Design cmac_tdm, sky130hd; sources not shown.
sizes.png
The bar under the picture is 100 um long.
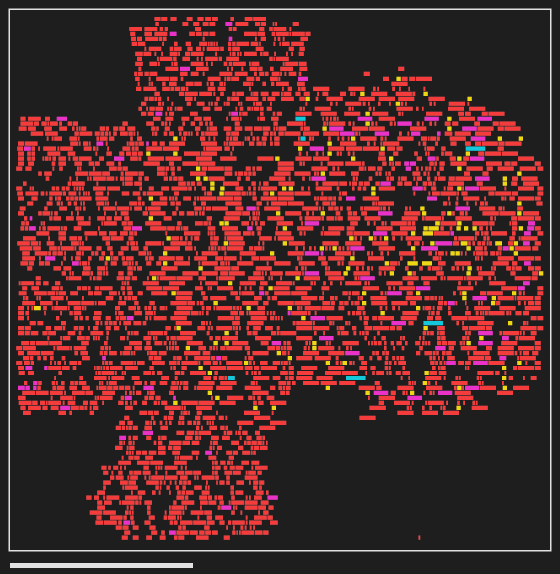
legend:
  _3 and _4 cells:
    colour: yellow
    cells: 154
    share: 4.9%
  _2 cells:
    colour: magenta
    cells: 105
    share: 3.4%
  _6 and larger:
    colour: cyan
    cells: 6
    share: 0.19%
  _0 and _1 cells:
    colour: red
    cells: 2852
    share: 91%
Signal buffers: 131
Finished Cell Area: 0.0328 mm^2
Layout area overhead: 12.5%

layer_met2.png
The bar under the picture is 100 um long. Cells faint in the background.
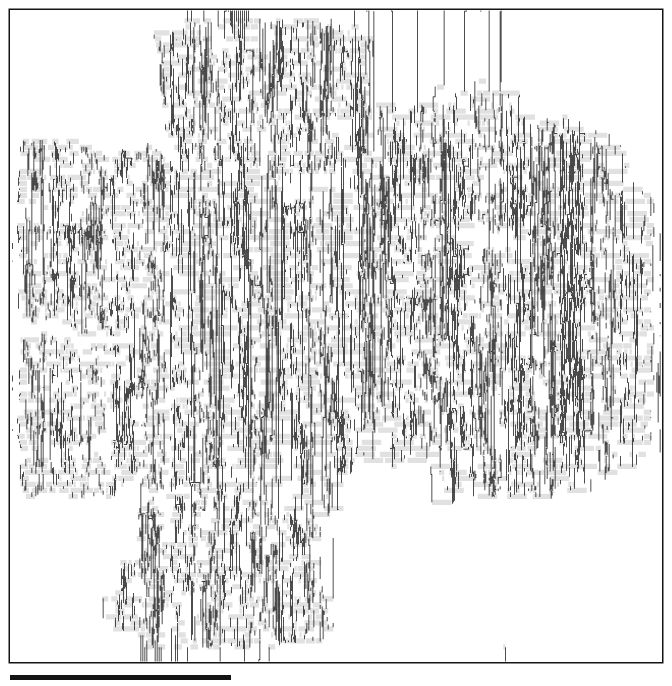
main direction: vertical
share of all routed wire: 48%
routed via count: 20.3k
final WL: 64.8 mm
met2 usage: 0.257

detail.png
The bar under the picture is 10 um long. Window x 127 to 167, y 68 to 108 um. Cells in grey, sequential cells in the stronger grey; small squares are vias.
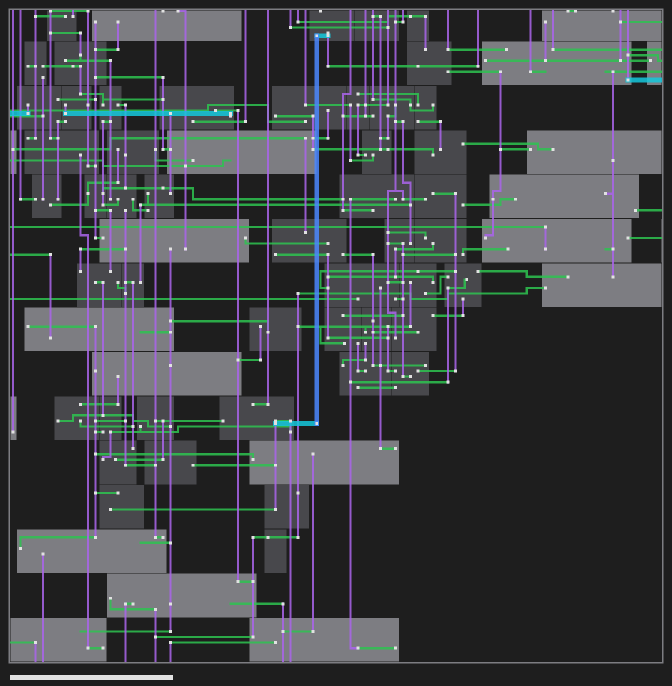
legend:
  metal 3:
    colour: cyan
  metal 4:
    colour: blue
  metal 2:
    colour: purple
  metal 1:
    colour: green
cells with their middle in the window: 64
sequential cells in the window: 16
most frequent: dfrtp_1 (16), ha_1 (7)

==> results.py <==
# Generated from Yosys and OpenROAD reports
metrics = {
    "sta": {
        "finalCritPeriodShare": 0.707,
        "max_freq_mhz": 178,
        "layout_min_cycle_time_ns": 5.62,
        "rsz0062_at_grt": "false",
        "setup_viol": 0,
        "finalSetupTns_ns": 0,
        "hold_viol": 0,
        "clock_skew_ns": 0.0463,
        "drv_slew": 0,
        "max_slew_margin": 0.358,
        "worst_pin_slew_ns": 0.960,
    },
    "cts": {
        "cts_max_level": 3,
        "cts_setup_buffers": 0,
        "hold_buffers": 0,
        "clk_latency_ns": 0.81,
        "clk_pin_slew_ns": 0.07,
        "clock_sinks": 364,
        "cts_resized": 0,
        "cts_buffer_depth": 3,
        "cts_buffers": 97,
        "cts_tree": "yes",
        "ctsRootBufferMaster": "clkbuf_4",
    },
    "floorplan": {
        "dieHeight_um": 295,
        "fp-utilization": 0.354,
        "core_mm2": 0.0822,
        "die_w_um": 295,
        "io_pins": 116,
        "fp-row-count": 105,
        "die_area_mm2": 0.0868,
    },
    "detailed_routing": {
        "drt_first_pass_iters": 6,
        "wire_per_inst_um": 15.5,
        "ant_nets": 0,
        "first_iter_violations": 763,
        "via_per_inst": 4.84,
        "route.detailed.drc": 0,
    },
    "synth": {
        "netlist_instances": 2876,
        "yosys.stat.seqShare": 0.312,
        "ys_chip_area_mm2": 0.0292,
        "syn-num-nets": 3472,
        "synth.distinct_cells": 68,
        "edf_count": 0,
        "top_area_frac": 0.312,
        "syn-mean-instance-area_um2": 10.1,
        "synth_area_mm2": 0.0292,
        "top_cell": "dfrtp_1",
        "top_cells_by_count": "dfrtp_1 (364), ha_1 (360), inv_1 (288)",
        "ff_type": "dfrtp_1",
        "ys_async_sr_fraction": 1.00,
        "yosys_warnings": 6,
        "yosys-stat-cells": 2876,
        "largest_area_cell": "dfrtp_1",
        "top_cells_by_area": "dfrtp_1 (31%), ha_1 (15%), fa_1 (11%), xnor2_1 (5.0%), inv_1 (3.7%)",
        "ys_ff": 364,
    },
    "power_and_ir_drop": {
        "total_power_mw": 9.39,
        "power_density_mw_per_mm2": 286,
        "p_leak_nw": 16.0,
        "vdd_drop_max_mv": 0.123,
    },
    "grt": {
        "grt_start_max_net_pins": 140,
        "grt_usage": 0.153,
        "grt_remaining_overflow": 0,
        "grt_first_pass_wirelength_mm": 108,
        "antenna_found_initial": 2,
        "grt_pass1_vias": 20800,
    },
    "flow_run": {
        "warning_count": 32,
        "maxCapViolCount": 0,
    },
    "final_layout": {
        "drive_gt1_frac": 0.0850,
        "nFillCells": 8201,
        "final_nets": 3642,
        "fin_util": 0.399,
    },
    "placement": {
        "place_congestion": 0.802,
        "place_hpwl_mm": 49.7,
        "numPortBuffers": 114,
    },
    "critical_path": {
        "start_kind": "input pin",
        "cp_data_required_time_ns": 8.61,
        "r2r_cells": 11,
        "rrSetupSlack_ns": 3.75,
        "worstPathArrival_ns": 6.27,
        "crit_type": "input pin to register",
        "endpoint_kind": "register",
        "critPathMaxFanout": 10,
    },
    "run_status": {
        "status": "complete, no violations",
    },
    "min_path": {
        "min_path_cells": 0,
        "hold_class": "register to register",
    },
}
## placed cells by master (no fill, tap or decap), drive strengths merged, types with 123 or more instances in the layout
master,Yosys,routed
clkbuf,47,131
xnor2,180,180
nand2,268,268
fa,160,160
xor2,123,123
ha,360,360
a21oi,143,143
and2,136,136
inv,288,287
dfrtp,364,364
o21ai,210,210
## cell type report
class / instances / area, um^2 / area share
Tap cell: 1070 / 1340 / 0.0408
Timing Repair Buffer: 131 / 1270 / 0.0386
Sequential cell: 364 / 9110 / 0.278
Inverter: 288 / 1100 / 0.0335
Antenna cell: 4 / 10.0 / 0.000305
Multi-Input combinational cell: 2164 / 18800 / 0.572
Clock buffer: 131 / 983 / 0.0300
Clock inverter: 39 / 230 / 0.00702
## stage by stage
stage / worst slack (ns) / hold WS, ns / area (um^2) / instances
floorplan: 1.30 / 0.331 / 29200 / 2876
global placement: 1.62 / 0.332 / 31600 / 4017
detailed placement: 1.51 / 0.335 / 31600 / 4017
CTS: 2.41 / 0.347 / 32800 / 4187
global route: 2.04 / 0.351 / 32800 / 4191
finish: 2.33 / 0.346 / 32800 / 4191
## report_power, final
| group | total [mW] | internal (mW) | switching, mW | leakage (nW) |
|---|---|---|---|---|
| Clock | 1.62 | 0.860 | 0.763 | 0.711 |
| Sequential | 2.59 | 2.35 | 0.243 | 4.70 |
| Combinational | 5.18 | 2.31 | 2.87 | 10.6 |
| Total | 9.39 | 5.52 | 3.88 | 16.0 |
## kinds of logic after synthesis
family / share of synthesized area
AND/OR/NAND/NOR: 0.112
AND-OR/OR-AND: 0.127
adder cells (fa/ha/maj): 0.264
flip-flops: 0.312
buffers and inverters: 0.0457
XOR/XNOR: 0.0941
multiplexers: 0.0440
other: 0.000129
## worst max-delay path: stages
cell	delay, ns
clkdlybuf4s50_1	0.75
nand2b_1	0.15
fa_1	0.51
fa_1	0.52
inv_1	0.05
fa_1	0.50
ha_1	0.16
inv_1	0.05
fa_1	0.50
and2_1	0.17
and3_1	0.20
nor2_1	0.06
xnor2_1	0.14
ha_1	0.34
and2_1	0.15
a311oi_1	0.38
a21oi_1	0.14
xor2_1	0.17
xnor2_1	0.13
## routing by layer
layer,up-vias,global-route usage,wire (um),share of wire
li1,10180,-,-,-
met4,0,0.0301,814,0.013
met2,303,0.257,30800,0.48
met1,9737,0.208,31000,0.48
met5,-,0,0,0
met3,67,0.0238,2080,0.032
Power and IR drop assume default switching activity.
